File: src/rtl/h80cpu_bus_arbiter_if.sv
// Toggle-handshake bus port used between the h80cpu bus masters, the arbiter and the word memory.
// Handshake: the master sets addr/cmd/wr_data and then flips run; a request is pending while
// run != done. The target flips done back to equal run when finished, and rd_data is valid from then on.
interface h80cpu_bus_arbiter_if #(
    parameter int ADDR_W = 16,
    parameter int DATA_W = 16,
    parameter int CMD_W  = 3
);
    logic [ADDR_W-1:0] addr;
    logic [CMD_W-1:0]  cmd;
    logic [DATA_W-1:0] wr_data;
    logic              run;
    logic [DATA_W-1:0] rd_data;
    logic              done;

    modport master (output addr, cmd, wr_data, run, input rd_data, done);
    modport slave  (input addr, cmd, wr_data, run, output rd_data, done);
endinterface

File: src/rtl/h80cpu_bus_arbiter.sv
// Two-master round-robin arbiter that shares one toggle-handshake target between the h80cpu core
// (m0) and a second master (m1), forwarding one transaction at a time.
module h80cpu_bus_arbiter #(
    parameter int ADDR_W = 16,
    parameter int DATA_W = 16,
    parameter int CMD_W  = 3
) (
    input  logic                  clk,
    input  logic                  reset,
    h80cpu_bus_arbiter_if.slave   m0,
    h80cpu_bus_arbiter_if.slave   m1,
    h80cpu_bus_arbiter_if.master  t,
    output logic                  grant,
    output logic                  busy,
    output logic                  state_dbg
);
    typedef enum logic {
        S_IDLE = 1'b0,
        S_WAIT = 1'b1
    } state_t;

    state_t state;
    state_t state_nxt;

    logic              last;
    logic              grant_q;
    logic              pend0;
    logic              pend1;
    logic              sel;
    logic              start;
    logic              complete;
    logic [ADDR_W-1:0] t_addr_q;
    logic [CMD_W-1:0]  t_cmd_q;
    logic [DATA_W-1:0] t_wr_data_q;
    logic              t_run_q;
    logic [DATA_W-1:0] m0_rd_data_q;
    logic [DATA_W-1:0] m1_rd_data_q;
    logic              m0_done_q;
    logic              m1_done_q;

    assign pend0 = m0.run ^ m0_done_q;
    assign pend1 = m1.run ^ m1_done_q;
    // On a tie the master that was not served last wins; otherwise the only pending one.
    assign sel   = (pend0 && pend1) ? ~last : pend1;

    always_ff @(posedge clk or posedge reset) begin
        if (reset) begin
            state <= S_IDLE;
        end else begin
            state <= state_nxt;
        end
    end

    always_comb begin
        state_nxt = state;
        case (state)
            S_IDLE:  if (pend0 || pend1) state_nxt = S_WAIT;
            S_WAIT:  if (t.done == t_run_q) state_nxt = S_IDLE;
            default: state_nxt = S_IDLE;
        endcase
    end

    always_comb begin
        start    = 1'b0;
        complete = 1'b0;
        busy     = 1'b0;
        case (state)
            S_IDLE: start = pend0 || pend1;
            S_WAIT: begin
                busy     = 1'b1;
                complete = (t.done == t_run_q);
            end
            default: begin
                start    = 1'b0;
                complete = 1'b0;
                busy     = 1'b0;
            end
        endcase
    end

    // Master inputs are captured only at selection, so they may change freely during WAIT.
    always_ff @(posedge clk or posedge reset) begin
        if (reset) begin
            last         <= 1'b1;
            grant_q      <= 1'b0;
            t_addr_q     <= '0;
            t_cmd_q      <= '0;
            t_wr_data_q  <= '0;
            t_run_q      <= 1'b0;
            m0_rd_data_q <= '0;
            m1_rd_data_q <= '0;
            m0_done_q    <= 1'b0;
            m1_done_q    <= 1'b0;
        end else begin
            if (start) begin
                grant_q <= sel;
                t_run_q <= ~t_run_q;
                if (sel) begin
                    t_addr_q    <= m1.addr;
                    t_cmd_q     <= m1.cmd;
                    t_wr_data_q <= m1.wr_data;
                end else begin
                    t_addr_q    <= m0.addr;
                    t_cmd_q     <= m0.cmd;
                    t_wr_data_q <= m0.wr_data;
                end
            end
            if (complete) begin
                last <= grant_q;
                if (grant_q) begin
                    m1_rd_data_q <= t.rd_data;
                    m1_done_q    <= ~m1_done_q;
                end else begin
                    m0_rd_data_q <= t.rd_data;
                    m0_done_q    <= ~m0_done_q;
                end
            end
        end
    end

    assign t.addr     = t_addr_q;
    assign t.cmd      = t_cmd_q;
    assign t.wr_data  = t_wr_data_q;
    assign t.run      = t_run_q;
    assign m0.rd_data = m0_rd_data_q;
    assign m0.done    = m0_done_q;
    assign m1.rd_data = m1_rd_data_q;
    assign m1.done    = m1_done_q;
    assign grant      = grant_q;
    assign state_dbg  = (state == S_WAIT);
endmodule

File: src/flat_wrapper.sv
// flat-port wrapper written by rule: the top's interface ports become plain ports
module h80cpu_bus_arbiter_flat 
#(
    parameter int ADDR_W = 16,
    parameter int DATA_W = 16,
    parameter int CMD_W  = 3
)
  (clk, reset, grant, busy, state_dbg, m0_addr, m0_cmd, m0_wr_data, m0_run, m0_rd_data, m0_done, m1_addr, m1_cmd, m1_wr_data, m1_run, m1_rd_data, m1_done, t_addr, t_cmd, t_wr_data, t_run, t_rd_data, t_done);
  h80cpu_bus_arbiter_if #(.ADDR_W(ADDR_W), .DATA_W(DATA_W), .CMD_W(CMD_W)) m0_i ();
  h80cpu_bus_arbiter_if #(.ADDR_W(ADDR_W), .DATA_W(DATA_W), .CMD_W(CMD_W)) m1_i ();
  h80cpu_bus_arbiter_if #(.ADDR_W(ADDR_W), .DATA_W(DATA_W), .CMD_W(CMD_W)) t_i ();
  input  logic clk;
  input  logic reset;
  output logic grant;
  output logic busy;
  output logic state_dbg;
  input wire logic [$bits(m0_i.addr)-1:0] m0_addr;
  input wire logic [$bits(m0_i.cmd)-1:0] m0_cmd;
  input wire logic [$bits(m0_i.wr_data)-1:0] m0_wr_data;
  input wire logic [$bits(m0_i.run)-1:0] m0_run;
  output wire logic [$bits(m0_i.rd_data)-1:0] m0_rd_data;
  output wire logic [$bits(m0_i.done)-1:0] m0_done;
  input wire logic [$bits(m1_i.addr)-1:0] m1_addr;
  input wire logic [$bits(m1_i.cmd)-1:0] m1_cmd;
  input wire logic [$bits(m1_i.wr_data)-1:0] m1_wr_data;
  input wire logic [$bits(m1_i.run)-1:0] m1_run;
  output wire logic [$bits(m1_i.rd_data)-1:0] m1_rd_data;
  output wire logic [$bits(m1_i.done)-1:0] m1_done;
  output wire logic [$bits(t_i.addr)-1:0] t_addr;
  output wire logic [$bits(t_i.cmd)-1:0] t_cmd;
  output wire logic [$bits(t_i.wr_data)-1:0] t_wr_data;
  output wire logic [$bits(t_i.run)-1:0] t_run;
  input wire logic [$bits(t_i.rd_data)-1:0] t_rd_data;
  input wire logic [$bits(t_i.done)-1:0] t_done;
  assign m0_i.addr = m0_addr;
  assign m0_i.cmd = m0_cmd;
  assign m0_i.wr_data = m0_wr_data;
  assign m0_i.run = m0_run;
  assign m0_rd_data = m0_i.rd_data;
  assign m0_done = m0_i.done;
  assign m1_i.addr = m1_addr;
  assign m1_i.cmd = m1_cmd;
  assign m1_i.wr_data = m1_wr_data;
  assign m1_i.run = m1_run;
  assign m1_rd_data = m1_i.rd_data;
  assign m1_done = m1_i.done;
  assign t_addr = t_i.addr;
  assign t_cmd = t_i.cmd;
  assign t_wr_data = t_i.wr_data;
  assign t_run = t_i.run;
  assign t_i.rd_data = t_rd_data;
  assign t_i.done = t_done;
  h80cpu_bus_arbiter #(.ADDR_W(ADDR_W), .DATA_W(DATA_W), .CMD_W(CMD_W)) u_core (.clk(clk), .reset(reset), .m0(m0_i), .m1(m1_i), .t(t_i), .grant(grant), .busy(busy), .state_dbg(state_dbg));
endmodule
File: config.mk
export PLATFORM = sky130hd
export DESIGN_NAME = h80cpu_bus_arbiter_flat
export DESIGN_NICKNAME = d
export VERILOG_FILES = /design/src/rtl/h80cpu_bus_arbiter_if.sv /design/src/rtl/h80cpu_bus_arbiter.sv /design/src/flat_wrapper.sv
export SDC_FILE = /design/constraint.sdc
export NUM_CORES = 1
export LEC_CHECK = 0
export ABC_AREA = 1
export CORE_UTILIZATION = 45
export CTS_CLUSTER_SIZE = 20
export DETAILED_ROUTE_END_ITERATION = 16
export PLACE_DENSITY_LB_ADDON = 0.1
export SETUP_SLACK_MARGIN = 0.02
export SLEW_MARGIN = 10
export SYNTH_ARGS = -nofsm -noshare
export SYNTH_HDL_FRONTEND = slang
export SYNTH_SLANG_ARGS = --single-unit
export TNS_END_PERCENT = 20
File: constraint.sdc
create_clock -name clk -period 4.8 [get_ports clk]
set_clock_uncertainty 0.05 [all_clocks]
set_input_delay 0.48 -clock clk [delete_from_list [all_inputs] [get_ports clk]]
set_output_delay 0.48 -clock clk [all_outputs]
set_load 0.01 [all_outputs]
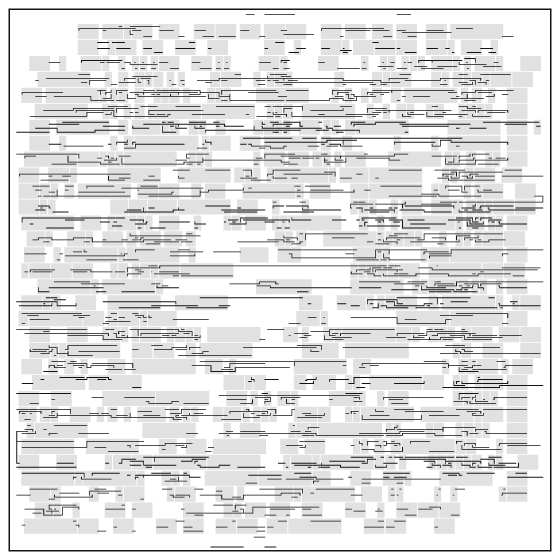
Run 1: M1 wires
main direction = horizontal
wire length on this layer = 4040 um
share of all routed wire = 42%
longest straight run = 38.6 um
met1 usage: 0.2858
Routed WL: 9.585 mm
vias: 3399

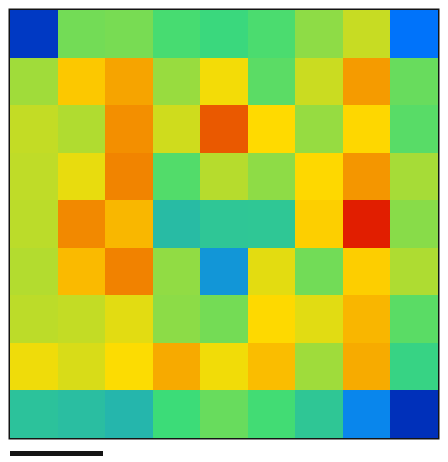
Run 1: local utilization
Bar = 20 um. 9 x 9 tiles, from dark blue (low) to red (high), 0 to 100% covered.
tiles over 75% full = 27%
fullest tile = 97%
mean over tiles = 63%

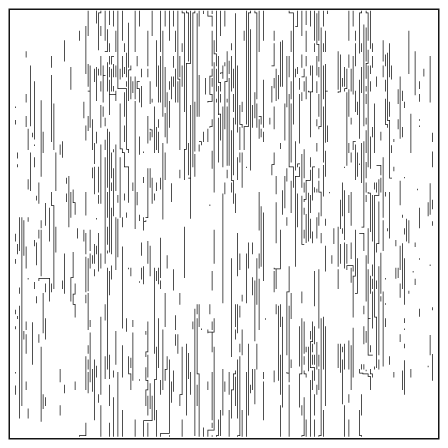
Run 1: signal wires on met2
longest straight run = 40.5 um
wire length on this layer = 4640 um
nets with wire on the layer = 569
share of all routed wire = 48%

==> results.ini, run 1 <==
[outcome]
outcome = complete, no violations

[power]
switching_share = 0.3843
pwr-share-comb = 0.504
maxPowerGroup = combinational cells
sequentialPowerShare = 0.316
comb_power_w = 0.00177
p_switching_w = 0.001351
powerSeq_w = 0.00111
internal_power_w = 0.002165
p_leak_nw = 2.843
power.density_nw_per_um2 = 642.3
clockPowerShare = 0.180
peakVddDrop_uv = 326.7

[finish]
drive_above_1_share = 0.07329
nNetsFinal = 700
area_growth_pct = 49.93
regArea_sq_um = 1828
buf_share = 0.2994
seq_cells = 73
clkbuf_count = 9
fillers = 646
post-route-util = 0.7047
num-nonclk-buffers = 164
sh_seq_area = 0.3339
nMultiInputCombCells = 265
clkCellAreaFrac = 0.04869
mi_logic_area_sq_um = 1251
n_all_inverters = 96
final_layout_top_logic_cells = clkdlybuf4s50_1, nand2_1, inv_1, dfrtp_1, nand3_1
stdcell_area_sq_um = 5474

[synth]
top_cells_by_area = dfrtp_1, nand2_1, nand3_1, inv_1, buf_6
ff_type = dfrtp_1
ys.flops = 73
post_synth.cell_area_avg_sq_um = 7.989
ys_seq_frac = 0.5007
synthTopCellsByCount = nand2_1, inv_1, dfrtp_1
yosys_area_sq_um = 3651
synth_cell_types = 21
ys_warn_count = 0
synthArstFlopShare = 1.000
syn_inst = 457
synth.most_common_cell = nand2_1
largest_area_cell = dfrtp_1

[worst_setup_path]
r2r_end = u_core.t.wr_data[11]
crit_type = in2reg
arrival_ps = 2780
r2r-start = u_core.m0.done
r2r_cells = 8

[clock_network]
cts_buffers = 9
cts_root_buffer = clkbuf_8
htree_levels = 3
cts_num_sinks = 73

[global_route]
grt_start_max_net_pins = 42
grt_pass1_wl_mm = 15.35

[detailed_routing]
ant_nets = 0
drt_iter0_markers = 178

[sta]
drv_slew = 0
whs_ps = 435.8
finalHoldViolCount = 0
tightestPinTransition_ps = 772.0
rsz0062_at_grt = no
fmax_mhz = 382.8
fin_tns_setup_ps = 0

[floorplan]
initCoreUtil = 0.4700
core_sq_um = 7767
die_w_um = 92.08
dieArea_sq_um = 8478
taps = 102
fp.dieH_um = 92.08

[place]
hpwl_mm = 6.554
port_buffers = 163

[min_path]
worstHoldStart = u_core.t.wr_data[7]
min_to = u_core.t.wr_data[7]
hp-class = reg2reg
holdPathStages = 2

==> run 1: layer usage <==
layer | vias up | track usage | share of wire
li1 | 1678 | - | -
met1 | 1591 | 0.2858 | 0.42
met2 | 122 | 0.3769 | 0.48
met3 | 8 | 0.07546 | 0.087
met4 | 0 | 0.07292 | 0.0070
met5 | - | 0 | 0
==> run 1: logic make-up (layout without fill, tap and decap cells) <==
kind of cell	count (synthesis)	after routing	share of synthesized area
AND/OR/NAND/NOR	227	227	0.2742
buffers and inverters	119	276	0.1566
flip-flops	73	73	0.5007
AND-OR/OR-AND	35	35	0.06134
XOR/XNOR	3	3	0.007198
==> run 1: critical path, stage by stage <==
cell and delay (ps):
clkdlybuf4s50_1 490, nand2_2 90, nand2_2 90, nand2_1 60, nand2_2 570, clkinv_2 660
nand3_1 230, nand2_1 80
==> run 2, diff against run 1 <==
- CORE_UTILIZATION: 45 -> 42
- clock period: 4.8 -> 2.6 ns (I/O delays scaled with it)
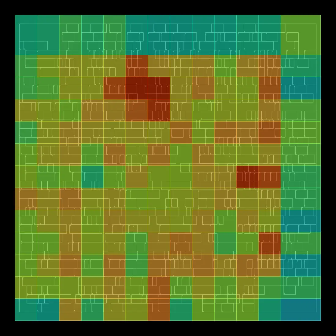
Run 2: congestion heat map
GR Util met3: 0.07974
routing usage on met2: 0.3488
Avg WL per Cell: 13.53 um

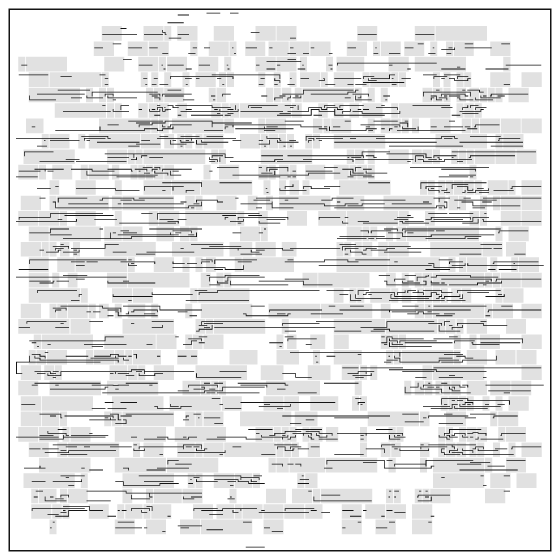
Run 2: M1 wires
vias: 3409
met1 usage: 0.2801
Routed WL: 9.766 mm

==> run 2 against run 1 <==
Combinational power is 87% higher. Largest cell class unchanged. Hold slack worse by 180 ps. Die area is 7.0% higher. Sequential share of layout area hardly changed. Setup slack worse by 1600 ps.
==> results.ini, run 2 <==
[power]
internal_power_w = 0.003854
p_switching_w = 0.002511
clockPowerShare = 0.158
power.density_nw_per_um2 = 1162
p_leak_nw = 2.833
switching_share = 0.3945
sequentialPowerShare = 0.322

[worst_setup_path]
cpMaxStageDelayCell = clkinv_2
crit_type = reg2reg
r2r_end = u_core.t.wr_data[8]
critPathBufInv = 2

[detailed_routing]
wirelength_met1_mm = 4.112
drt_iter0_markers = 170
met2_length_mm = 4.477
route.met3.wl_mm = 1.007
ant_nets = 0

[min_path]
hp-class = in2async

[global_route]
grt_start_max_net_pins = 74
grt_pass1_wl_mm = 15.37
top_usage_layer = met2

[sta]
rsz0062_at_grt = no
tightestPinTransition_ps = 504.4
fin_tns_setup_ps = 0
finalHoldViolCount = 0
drv_slew = 0

[outcome]
outcome = complete, no violations

[synth]
synthArstFlopShare = 1.000
xor_area_frac = 0.007197
ys_seq_frac = 0.5007
muxShareOfSynthArea = 0
synthTopCellsByCount = nand2_1, inv_1, dfrtp_1
syn_inst = 457
ys_warn_count = 0
yosys_area_sq_um = 3651
logic_family = simple AND/OR/NAND/NOR gates
synth_adder_area_share = 0
largest_area_cell = dfrtp_1
synth.most_common_cell = nand2_1
top_cells_by_area = dfrtp_1, nand2_1, nand3_1, inv_1, buf_6
post_synth.cell_area_avg_sq_um = 7.989
ys.flops = 73
ff_type = dfrtp_1

[finish]
drive_above_1_share = 0.07780
regArea_sq_um = 1828
fillers = 707
area_growth_pct = 49.97
nNetsFinal = 703
mi_logic_area_sq_um = 1251
final_layout_top_logic_cells = clkdlybuf4s50_1, nand2_1, inv_1, dfrtp_1, nand3_1

[floorplan]
die_w_um = 95.24
dieArea_sq_um = 9070
fp.dieH_um = 95.24

[clock_network]
cts_buffers = 9
cts_num_sinks = 73
cts_root_buffer = clkbuf_8

[place]
port_buffers = 163

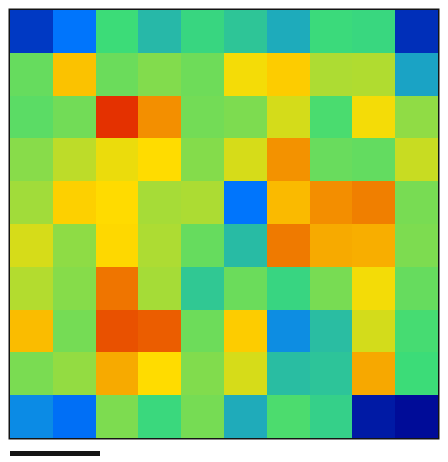
Run 2: local utilization
Bar = 20 um. 10 x 10 tiles, from dark blue (low) to red (high), 0 to 100% covered.
Pre-Place Util: 0.4399
core area: 8299 sq um
final design utilization: 0.6597

[run 2: stage by stage]
step                area (sq um)  std cells  hold slack (ps)  total power [W]  utilization
finish                      5475        722            253.1         0.006365       0.6597
CTS                         5475        722            284.9         0.006430       0.6597
global route                5475        722            299.9         0.006861       0.6597
floorplan                   3651        457            359.9         0.003963            -
detailed placement          5246        706            414.9         0.005388       0.6321
global placement            5246        706            412.1         0.005312       0.6321
[run 2: layout make-up]
| type | instances | share of cell area |
|---|---|---|
| repair buffers | 167 | 0.3058 |
| clock inverters | 6 | 0.01668 |
| inverters | 96 | 0.06604 |
| well taps | 105 | 0.02399 |
| clock buffers | 10 | 0.02514 |
| multi-input cells | 265 | 0.2285 |
| flip-flops and latches | 73 | 0.3339 |
Power figures rest on the tool's default switching activity, not on a simulated workload.
